--- src/rtl/mxv_rx_pkg.sv ---
// Shared types and constants for the matrix-vector frame receiver.
// Frame layout on the wire: HDR LEN CMD payload TAIL.
package mxv_rx_pkg;

    typedef enum logic [2:0] {
        ST_IDLE,
        ST_LEN,
        ST_CMD,
        ST_PAYLOAD,
        ST_TAIL
    } state_e;

    typedef enum logic [2:0] {
        ERR_NONE   = 3'd0,
        ERR_CMD    = 3'd1,
        ERR_LEN    = 3'd2,
        ERR_TAIL   = 3'd3,
        ERR_PARITY = 3'd4,
        ERR_TMO    = 3'd5,
        ERR_SIZE   = 3'd6
    } err_e;

    localparam logic [7:0] HDR  = 8'hFE;
    localparam logic [7:0] TAIL = 8'hEF;

    localparam logic [7:0] CMD_SET_N  = 8'h01;
    localparam logic [7:0] CMD_START  = 8'h02;
    localparam logic [7:0] CMD_LOAD_M = 8'h03;
    localparam logic [7:0] CMD_LOAD_V = 8'h04;

    function automatic logic cmd_known(input logic [7:0] cmd);
        return (cmd == CMD_SET_N) || (cmd == CMD_START) ||
               (cmd == CMD_LOAD_M) || (cmd == CMD_LOAD_V);
    endfunction

    // LEN covers CMD plus payload, so every legal frame has LEN >= 1.
    function automatic logic [7:0] exp_len(input logic [7:0] cmd, input logic [7:0] n);
        case (cmd)
            CMD_SET_N:  return 8'd2;
            CMD_START:  return 8'd1;
            CMD_LOAD_M: return 8'(n * n) + 8'd1;
            CMD_LOAD_V: return n + 8'd1;
            default:    return 8'd0;
        endcase
    endfunction

endpackage

--- src/rtl/mxv_frame_receiver_if.sv ---
// UART Rx byte handshake: level-valid byte held until the consumer pulses rx_clear.
interface mxv_frame_receiver_if #(
    parameter int DATA_W = 8
);
    logic [DATA_W-1:0] rx_data;
    logic              rx_valid;
    logic              rx_parity_err;
    logic              rx_clear;

    modport master (output rx_data, output rx_valid, output rx_parity_err, input rx_clear);
    modport slave  (input rx_data, input rx_valid, input rx_parity_err, output rx_clear);
endinterface

--- src/rtl/mxv_rx_timeout.sv ---
// Inter-byte timeout counter: counts while enabled, clears on clr_i,
// flags tmo_o for one cycle when the count reaches TMO_CYC-1.
module mxv_rx_timeout #(
    parameter int TMO_CYC = 50000
) (
    input  logic clk,
    input  logic reset,
    input  logic en_i,
    input  logic clr_i,
    output logic tmo_o
);
    localparam int CW = $clog2(TMO_CYC);
    localparam logic [CW-1:0] LAST = CW'(TMO_CYC - 1);

    logic [CW-1:0] cnt_q, cnt_d;

    always_comb begin
        cnt_d = cnt_q;
        if (clr_i || !en_i)
            cnt_d = '0;
        else if (cnt_q != LAST)
            cnt_d = cnt_q + 1'b1;
    end

    always_ff @(posedge clk) begin
        if (reset)
            cnt_q <= '0;
        else
            cnt_q <= cnt_d;
    end

    assign tmo_o = en_i && !clr_i && (cnt_q == LAST);

endmodule

--- src/rtl/mxv_frame_receiver.sv ---
// Framed command receiver for the matrix-vector engine (FE LEN CMD payload EF).
// Define MXV_RX_TIMEOUT_EN to abort partial frames after TMO_CYC idle cycles.
module mxv_frame_receiver
    import mxv_rx_pkg::*;
#(
    parameter  int DATA_W  = 8,
    parameter  int MAX_N   = 8,
    parameter  int TMO_CYC = 50000,
    localparam int N_W     = $clog2(MAX_N + 1)
) (
    input  logic               clk,
    input  logic               reset,
    mxv_frame_receiver_if.slave rx,
    output logic [N_W-1:0]     matrix_len,
    output logic [DATA_W-1:0]  mat_data,
    output logic               mat_push,
    output logic               mat_flush,
    output logic [DATA_W-1:0]  vec_data,
    output logic [N_W-1:0]     vec_addr,
    output logic               vec_wr,
    output logic               start,
    output logic               cmd_done,
    output logic [7:0]         cmd_code,
    output logic               frame_err,
    output logic [2:0]         err_code
);

    if (MAX_N * MAX_N + 1 > 255) begin : g_bad_max_n
        $error("MAX_N*MAX_N+1 must fit the 8-bit LEN field");
    end
    if (DATA_W < 8) begin : g_bad_data_w
        $error("DATA_W must be at least 8");
    end
    if (TMO_CYC < 2) begin : g_bad_tmo
        $error("TMO_CYC must be at least 2");
    end

    state_e             state_q, state_d;
    logic [7:0]         cnt_q, cnt_d;
    logic [7:0]         len_q, len_d;
    logic [7:0]         cmd_q, cmd_d;
    logic [N_W-1:0]     n_q, n_d;
    logic [N_W-1:0]     pend_q, pend_d;
    logic               pushed_q, pushed_d;
    logic               rx_clear_q;
    logic [DATA_W-1:0]  mat_data_q, mat_data_d;
    logic [DATA_W-1:0]  vec_data_q, vec_data_d;
    logic [N_W-1:0]     vec_addr_q, vec_addr_d;
    logic               push_q, push_d;
    logic               flush_q, flush_d;
    logic               vwr_q, vwr_d;
    logic               start_q, start_d;
    logic               done_q, done_d;
    logic               ferr_q, ferr_d;
    logic [7:0]         cmd_code_q, cmd_code_d;
    err_e               err_code_q, err_code_d;

    logic               consume;
    logic [7:0]         b8;
    logic               abort;
    err_e               abort_code;

    assign consume = rx.rx_valid && !rx_clear_q;
    assign b8      = rx.rx_data[7:0];

`ifdef MXV_RX_TIMEOUT_EN
    logic tmo_hit;

    mxv_rx_timeout #(
        .TMO_CYC(TMO_CYC)
    ) u_tmo (
        .clk   (clk),
        .reset (reset),
        .en_i  (state_q != ST_IDLE),
        .clr_i (consume),
        .tmo_o (tmo_hit)
    );
`endif

    always_comb begin
        state_d    = state_q;
        cnt_d      = cnt_q;
        len_d      = len_q;
        cmd_d      = cmd_q;
        n_d        = n_q;
        pend_d     = pend_q;
        pushed_d   = pushed_q;
        mat_data_d = mat_data_q;
        vec_data_d = vec_data_q;
        vec_addr_d = vec_addr_q;
        cmd_code_d = cmd_code_q;
        err_code_d = err_code_q;
        push_d     = 1'b0;
        flush_d    = 1'b0;
        vwr_d      = 1'b0;
        start_d    = 1'b0;
        done_d     = 1'b0;
        ferr_d     = 1'b0;
        abort      = 1'b0;
        abort_code = ERR_NONE;

        if (consume) begin
            if (rx.rx_parity_err) begin
                // Parity errors outside a frame are simply dropped.
                if (state_q != ST_IDLE) begin
                    abort      = 1'b1;
                    abort_code = ERR_PARITY;
                end
            end else begin
                case (state_q)
                    ST_IDLE: begin
                        if (b8 == HDR) begin
                            state_d    = ST_LEN;
                            err_code_d = ERR_NONE;
                        end
                    end
                    ST_LEN: begin
                        len_d   = b8;
                        state_d = ST_CMD;
                    end
                    ST_CMD: begin
                        cmd_d    = b8;
                        cnt_d    = 8'd0;
                        pushed_d = 1'b0;
                        if (!cmd_known(b8)) begin
                            abort      = 1'b1;
                            abort_code = ERR_CMD;
                        end else if ((b8 == CMD_LOAD_M || b8 == CMD_LOAD_V) && n_q == '0) begin
                            abort      = 1'b1;
                            abort_code = ERR_SIZE;
                        end else if (len_q != exp_len(b8, 8'(n_q))) begin
                            abort      = 1'b1;
                            abort_code = ERR_LEN;
                        end else begin
                            state_d = (len_q == 8'd1) ? ST_TAIL : ST_PAYLOAD;
                        end
                    end
                    ST_PAYLOAD: begin
                        cnt_d = cnt_q + 8'd1;
                        // Payload is LEN-1 bytes; cnt_q indexes the byte being taken now.
                        if (cnt_q + 8'd2 == len_q)
                            state_d = ST_TAIL;
                        case (cmd_q)
                            CMD_SET_N: begin
                                if (b8 == 8'd0 || int'(b8) > MAX_N) begin
                                    abort      = 1'b1;
                                    abort_code = ERR_SIZE;
                                end else begin
                                    pend_d = N_W'(b8);
                                end
                            end
                            CMD_LOAD_M: begin
                                mat_data_d = rx.rx_data;
                                push_d     = 1'b1;
                                pushed_d   = 1'b1;
                            end
                            CMD_LOAD_V: begin
                                vec_data_d = rx.rx_data;
                                vec_addr_d = N_W'(cnt_q);
                                vwr_d      = 1'b1;
                            end
                            default: ;
                        endcase
                    end
                    ST_TAIL: begin
                        if (b8 == TAIL) begin
                            state_d    = ST_IDLE;
                            done_d     = 1'b1;
                            cmd_code_d = cmd_q;
                            start_d    = (cmd_q == CMD_START);
                            if (cmd_q == CMD_SET_N)
                                n_d = pend_q;
                        end else begin
                            abort      = 1'b1;
                            abort_code = ERR_TAIL;
                        end
                    end
                    default: state_d = ST_IDLE;
                endcase
            end
        end

`ifdef MXV_RX_TIMEOUT_EN
        if (tmo_hit) begin
            abort      = 1'b1;
            abort_code = ERR_TMO;
        end
`endif

        if (abort) begin
            state_d    = ST_IDLE;
            ferr_d     = 1'b1;
            err_code_d = abort_code;
            // pushed_q is only meaningful once CMD has been accepted for this frame.
            flush_d    = pushed_q && (cmd_q == CMD_LOAD_M) &&
                         (state_q == ST_PAYLOAD || state_q == ST_TAIL);
        end
    end

    always_ff @(posedge clk) begin
        if (reset) begin
            state_q    <= ST_IDLE;
            cnt_q      <= 8'd0;
            len_q      <= 8'd0;
            cmd_q      <= 8'd0;
            n_q        <= '0;
            pend_q     <= '0;
            pushed_q   <= 1'b0;
            rx_clear_q <= 1'b0;
            mat_data_q <= '0;
            vec_data_q <= '0;
            vec_addr_q <= '0;
            push_q     <= 1'b0;
            flush_q    <= 1'b0;
            vwr_q      <= 1'b0;
            start_q    <= 1'b0;
            done_q     <= 1'b0;
            ferr_q     <= 1'b0;
            cmd_code_q <= 8'd0;
            err_code_q <= ERR_NONE;
        end else begin
            state_q    <= state_d;
            cnt_q      <= cnt_d;
            len_q      <= len_d;
            cmd_q      <= cmd_d;
            n_q        <= n_d;
            pend_q     <= pend_d;
            pushed_q   <= pushed_d;
            rx_clear_q <= consume;
            mat_data_q <= mat_data_d;
            vec_data_q <= vec_data_d;
            vec_addr_q <= vec_addr_d;
            push_q     <= push_d;
            flush_q    <= flush_d;
            vwr_q      <= vwr_d;
            start_q    <= start_d;
            done_q     <= done_d;
            ferr_q     <= ferr_d;
            cmd_code_q <= cmd_code_d;
            err_code_q <= err_code_d;
        end
    end

    assign rx.rx_clear = rx_clear_q;
    assign matrix_len  = n_q;
    assign mat_data    = mat_data_q;
    assign mat_push    = push_q;
    assign mat_flush   = flush_q;
    assign vec_data    = vec_data_q;
    assign vec_addr    = vec_addr_q;
    assign vec_wr      = vwr_q;
    assign start       = start_q;
    assign cmd_done    = done_q;
    assign cmd_code    = cmd_code_q;
    assign frame_err   = ferr_q;
    assign err_code    = err_code_q;

endmodule

--- src/flat_wrapper.sv ---
// flat-port wrapper written by rule: the top's interface ports become plain ports
module mxv_frame_receiver_flat import mxv_rx_pkg::*;
#(
    parameter  int DATA_W  = 8,
    parameter  int MAX_N   = 8,
    parameter  int TMO_CYC = 50000,
    localparam int N_W     = $clog2(MAX_N + 1)
)
  (clk, reset, matrix_len, mat_data, mat_push, mat_flush, vec_data, vec_addr, vec_wr, start, cmd_done, cmd_code, frame_err, err_code, rx_rx_data, rx_rx_valid, rx_rx_parity_err, rx_rx_clear);
  mxv_frame_receiver_if #(.DATA_W(DATA_W)) rx_i ();
  input  logic clk;
  input  logic reset;
  output logic [N_W-1:0] matrix_len;
  output logic [DATA_W-1:0] mat_data;
  output logic mat_push;
  output logic mat_flush;
  output logic [DATA_W-1:0] vec_data;
  output logic [N_W-1:0] vec_addr;
  output logic vec_wr;
  output logic start;
  output logic cmd_done;
  output logic [7:0] cmd_code;
  output logic frame_err;
  output logic [2:0] err_code;
  input wire logic [$bits(rx_i.rx_data)-1:0] rx_rx_data;
  input wire logic [$bits(rx_i.rx_valid)-1:0] rx_rx_valid;
  input wire logic [$bits(rx_i.rx_parity_err)-1:0] rx_rx_parity_err;
  output wire logic [$bits(rx_i.rx_clear)-1:0] rx_rx_clear;
  assign rx_i.rx_data = rx_rx_data;
  assign rx_i.rx_valid = rx_rx_valid;
  assign rx_i.rx_parity_err = rx_rx_parity_err;
  assign rx_rx_clear = rx_i.rx_clear;
  mxv_frame_receiver #(.DATA_W(DATA_W), .MAX_N(MAX_N), .TMO_CYC(TMO_CYC)) u_core (.clk(clk), .reset(reset), .rx(rx_i), .matrix_len(matrix_len), .mat_data(mat_data), .mat_push(mat_push), .mat_flush(mat_flush), .vec_data(vec_data), .vec_addr(vec_addr), .vec_wr(vec_wr), .start(start), .cmd_done(cmd_done), .cmd_code(cmd_code), .frame_err(frame_err), .err_code(err_code));
endmodule
--- config.mk ---
export PLATFORM = sky130hd
export DESIGN_NAME = mxv_frame_receiver_flat
export DESIGN_NICKNAME = d
export VERILOG_FILES = /design/src/rtl/mxv_rx_pkg.sv /design/src/rtl/mxv_frame_receiver_if.sv /design/src/rtl/mxv_rx_timeout.sv /design/src/rtl/mxv_frame_receiver.sv /design/src/flat_wrapper.sv
export SDC_FILE = /design/constraint.sdc
export NUM_CORES = 1
export LEC_CHECK = 0
export CORE_UTILIZATION = 59
export CTS_CLUSTER_DIAMETER = 150
export DETAILED_ROUTE_END_ITERATION = 10
export PLACE_DENSITY = 0.85
export SLEW_MARGIN = 25
export SYNTH_ARGS = -nofsm -noshare
export SYNTH_HDL_FRONTEND = slang
export SYNTH_SLANG_ARGS = --single-unit
--- constraint.sdc ---
create_clock -name clk -period 6 [get_ports clk]
set_input_delay 0.6 -clock clk [delete_from_list [all_inputs] [get_ports clk]]
set_output_delay 0.6 -clock clk [all_outputs]
set_load 0.05 [all_outputs]
==> job_summary.md <==
### Metrics collected by this job

| Metric | Value |
|---|---|
| GRT busiest layer | `met2` |
| Total power | `938.7 uW` |
| Core Rows | `28` |
| Non-clk bufs | `54` |
| Die x size | `82.10 um` |
| Reg area | `1481 um^2` |
| Gate power share | `5.5%` |
| Fin crit share | `51.87%` |
| GRT met1 Usage | `38.23%` |
| Dpl cell area | `4299 um^2` |
| Number of global-route vias before repair | `3188` |
| Hpwl dp | `6.702 mm` |
| First-pass iteration count of the detailed router | `5` |
| Largest stage delay on the critical path | `500 ps` |
| Seq/total area | `32.98%` |
| Critical path data required time | `6250 ps` |
| IO Count | `54` |
| RSZ-0062 raised after global routing | `no` |
| Residual DRC | `0` |
| Seq pwr share | `52.6%` |
| Clk sinks | `74` |
| Gr ovfl total | `0` |
| Tap Cells | `75` |
| Inverters | `11` |
| Postcts setup bufs | `0` |
| Int Pwr | `703.4 uW` |
| Fill cells | `458` |
| Largest net degree at the start of global routing | `76` |
| Hold_buf cts | `0` |
| Peak supply drop | `0.0001672 V` |
| Crit path max-delay cell type | `dfxtp_1` |
| Fmax | `0.3213 GHz` |
| Clock-cell share of area | `4.290%` |
| Distinct lib cells | `65` |
| Final Slew Violations | `0` |
| Clock power frac | `41.9%` |
| Seq share, synth | `39.14%` |
| First-pass GRT wire length | `15.27 mm` |
| Ant. Diodes | `0` |
| Clkbuf count | `10` |
| Worst slew pin tran | `829.1 ps` |
| Initial antenna violation count | `0` |
| Late-Pin Clk Latency | `360 ps` |
| Port Buffers | `53` |
| Yosys Chip Area | `3785 um^2` |
| PostCTS Resize Cnt | `0` |
| Kind of critical path | `flip-flop to flip-flop` |
| Sw Ratio | `25.07%` |
| Avg Inst Size Synth | `8.264 um^2` |
| CTS root buffer | `clkbuf_8` |
| Worst hold path class | `flip-flop to flip-flop` |
| Share of cells above drive strength 1 | `6.349%` |
| Pleak | `0.001748 uW` |
| Die area | `6740 um^2` |
| Final min period | `3112 ps` |
| Setup TNS | `0 ps` |
| Vias per std cell | `5.976` |
| Synth Cell Area | `3785 um^2` |
| Top class by area | `multi-input combinational cells` |
| Routed Antenna Nets | `0` |
| Htree depth | `3` |
| Power Dens Cells | `209.0 nW/um^2` |
| Layout Cells excl Fill | `579` |
| Ys async rst share | `0%` |
| Syn Inst Count | `458` |
| Area Growth Syn to Fin | `18.68%` |
| Nets | `520` |
| Endpoints failing hold | `0` |
| Status | `complete, no violations` |
| # setup viols final | `0` |
| Largest delay share family, worst path | `AND-OR/OR-AND gates` |
| Chip Height | `82.10 um` |
| Initial DRC count | `298` |
| CTS tree | `yes` |
| Combinational share of cell area | `47.86%` |
| Worst EP arrival | `3360 ps` |
| #MultiIn Comb | `349` |
| Buf/Inv on CP | `1` |
| Dpl cells | `563` |
| CP Launch Type | `flip-flop` |
| Placer Congestion | `0.8851` |
| GR Layer Usage met3 | `7.802%` |
| Post-Syn Nets | `479` |
| Largest buffer count on any clock path | `2` |
| Synth Warn # | `0` |
| Max-Cap Viols | `0` |
| Clock skew | `8.214 ps` |
| Predominant post-synthesis flop cell | `dfxtp_1` |
| Critical path peak fanout | `8` |
| Synthesized registers | `74` |
| Comb gate area | `2150 um^2` |
| CP cell instances | `inv_1 -> nor2_1 -> ha_1 -> and4_1 -> or3_1 -> a22o_1 -> a311oi_1 -> o211ai_2 -> o21ai_4 -> a31oi_4 -> a2111oi_2` |
| Worst slew margin | `44.52%` |
| Count of library flops with an enable pin | `0` |
| CTS Buf Count | `9` |
| Finished layout cell area | `4492 um^2` |
| Tool warnings | `29` |
| FFs & Latches | `74` |
| FP Core Util | `62.45%` |
| CORE AREA | `6061 um^2` |
| P_sw | `235.3 uW` |
[metal layers]
metal / routed length (um) / vias up
li1: - / 1678
met3: 639 / 17
met2: 4399 / 116
met4: 168 / 0
met1: 4297 / 1649
met5: 0 / -
[cell usage after synthesis, types with 2 or more instances]
cell type  instances  area (um^2)
nor3b_1            4        30.03
a211oi_1           4        30.03
xor2_1            10        87.58
a311oi_1           4        35.03
a21o_1             3        22.52
buf_6              2        22.52
nand3_1           10        50.05
a22oi_1            2        15.01
or4_1              2        15.01
a22o_1             2        17.52
o21ai_0            7        35.03
a21oi_1           45        225.2
nor4_1             5        31.28
nand4_1            6        37.54
nand2_1           70        262.8
a31oi_1            2        12.51
ha_1               9        112.6
o22ai_2            2        25.02
xnor2_1           12        105.1
nand4b_1           2        17.52
inv_1             10        37.54
nor2_1            62        232.7
a32oi_1            2        17.52
and3_1             5        31.28
and3b_1            3        26.28
nor2b_1            5        31.28
buf_2              3        15.01
and2_1             2        12.51
mux2i_1           18        180.2
or3_1              3        18.77
clkbuf_1          18        67.56
nand2b_1           7        43.79
nor3_1            11        55.05
nand3b_1           2        15.01
dfxtp_1           74         1481
[cells by family after synthesis]
family | count (synthesis) | share of synthesized area, %
simple gates | 210 | 27.44
compound gates | 90 | 16.53
flops | 74 | 39.14
buf+inv | 35 | 4.066
xor+xnor | 22 | 5.091
mux | 18 | 4.760
fa+ha+maj | 9 | 2.975
[layout by cell type (no fill, tap or decap), types with 5 or more instances in the layout]
cell type	instances
a21oi_1	45
and3_1	5
clkbuf_8	9
clkdlybuf4s50_1	52
dfxtp_1	74
ha_1	9
inv_1	10
mux2i_1	18
nand2_1	70
nand2b_1	7
nand3_1	10
nand4_1	6
nor2_1	62
nor2b_1	5
nor3_1	11
nor4_1	5
o21ai_0	7
xnor2_1	12
xor2_1	10
[power groups by stage]
| stage | sequential [uW] | combinational (uW) | clock [uW] |
|---|---|---|---|
| 6_report | 494 | 51.6 | 393 |
| 5_1_grt | 494 | 55.3 | 415 |
| 4_1_cts | 494 | 51.1 | 396 |
| 3_5_place_dp | 506 | 50.9 | 0 |
| 3_3_place_gp | 506 | 50.2 | 0 |
| 2_1_floorplan | 511 | 29.2 | 0 |
[sequential cells by signal, summed over array words and instances (netlist names), 3 cells and up]
name,cells
u_core.cmd_code,8
u_core.cmd_q,8
u_core.cnt_q,8
u_core.err_code,3
u_core.len_q,8
u_core.mat_data,8
u_core.matrix_len,4
u_core.pend_q,4
u_core.state_q,3
u_core.vec_addr,4
u_core.vec_data,8
[final timing paths]
check                             from  depth (start not counted)                 end  slack (ps)
hold / removal      u_core.cmd_code[0]                          2  u_core.cmd_code[0]         460
setup reg to reg  u_core.matrix_len[3]                         11   u_core.state_q[2]        2890
setup / recovery  u_core.matrix_len[3]                         11   u_core.state_q[2]        2890
hold reg to reg     u_core.cmd_code[0]                          2  u_core.cmd_code[0]         460
[per-stage QoR]
stage / utilization, % / worst slack, ps
2_1_floorplan: - / 2820
3_3_place_gp: 70.93 / 2703
3_5_place_dp: 70.93 / 2614
4_1_cts: 74.11 / 2908
5_1_grt: 74.11 / 2725
6_report: 74.11 / 2888
Figure 1. Clock network drawn from the DEF.
Bar = 20 um.
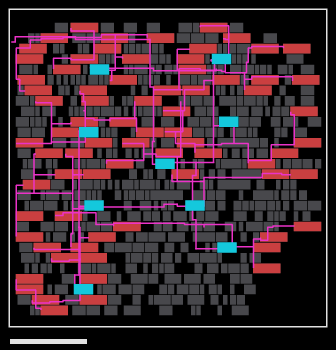
legend:
  cyan:
    item: clock-net drivers
    count: 9
  red:
    item: flip-flops
    count: 74
  magenta:
    item: clock wires
    length: 953 um
routed clock nets: 10
flops lie: spread over the die

Figure 2. Met1 routing.
Bar = 20 um.
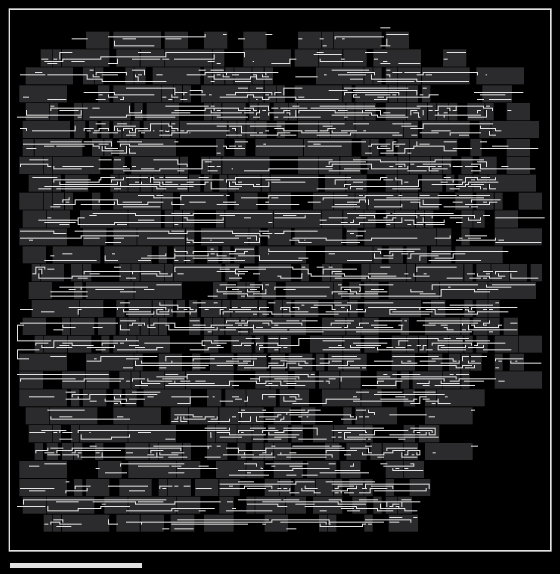
nets with wire on the layer: 479
longest straight run: 23.9 um
wire length on this layer: 4300 um
main direction: horizontal

Figure 3. Signal wires by layer.
Bar = 20 um. Only two layers are drawn.
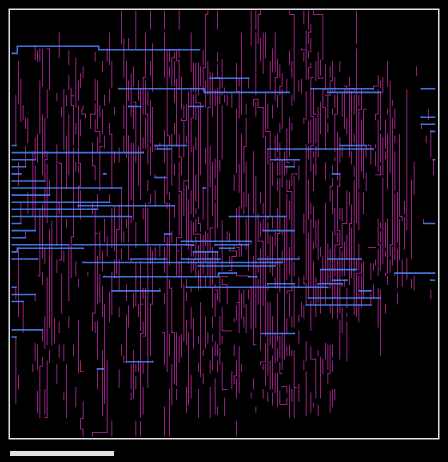
legend:
  magenta:
    layer: M2
    wire_length: 4400 um
  blue:
    layer: M3
    wire_length: 639 um
Routed WL per cell: 16.42 um
Vias: 3460
gr usage total: 30.44%
final WL: 9.505 mm

Figure 4. Cells colored by class.
Fill, decap, tap and diode cells in gray.
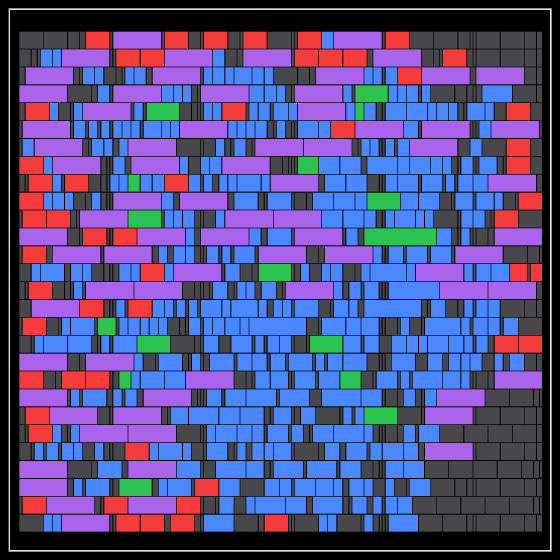
legend:
  purple:
    class: registers
    cells: 74
  red:
    class: remaining buffers and delay cells
    cells: 54
  green:
    class: clock drivers and dummy loads
    cells: 16
  blue:
    class: remaining logic cells
    cells: 360

Power figures rest on the tool's default switching activity, not on a simulated workload.
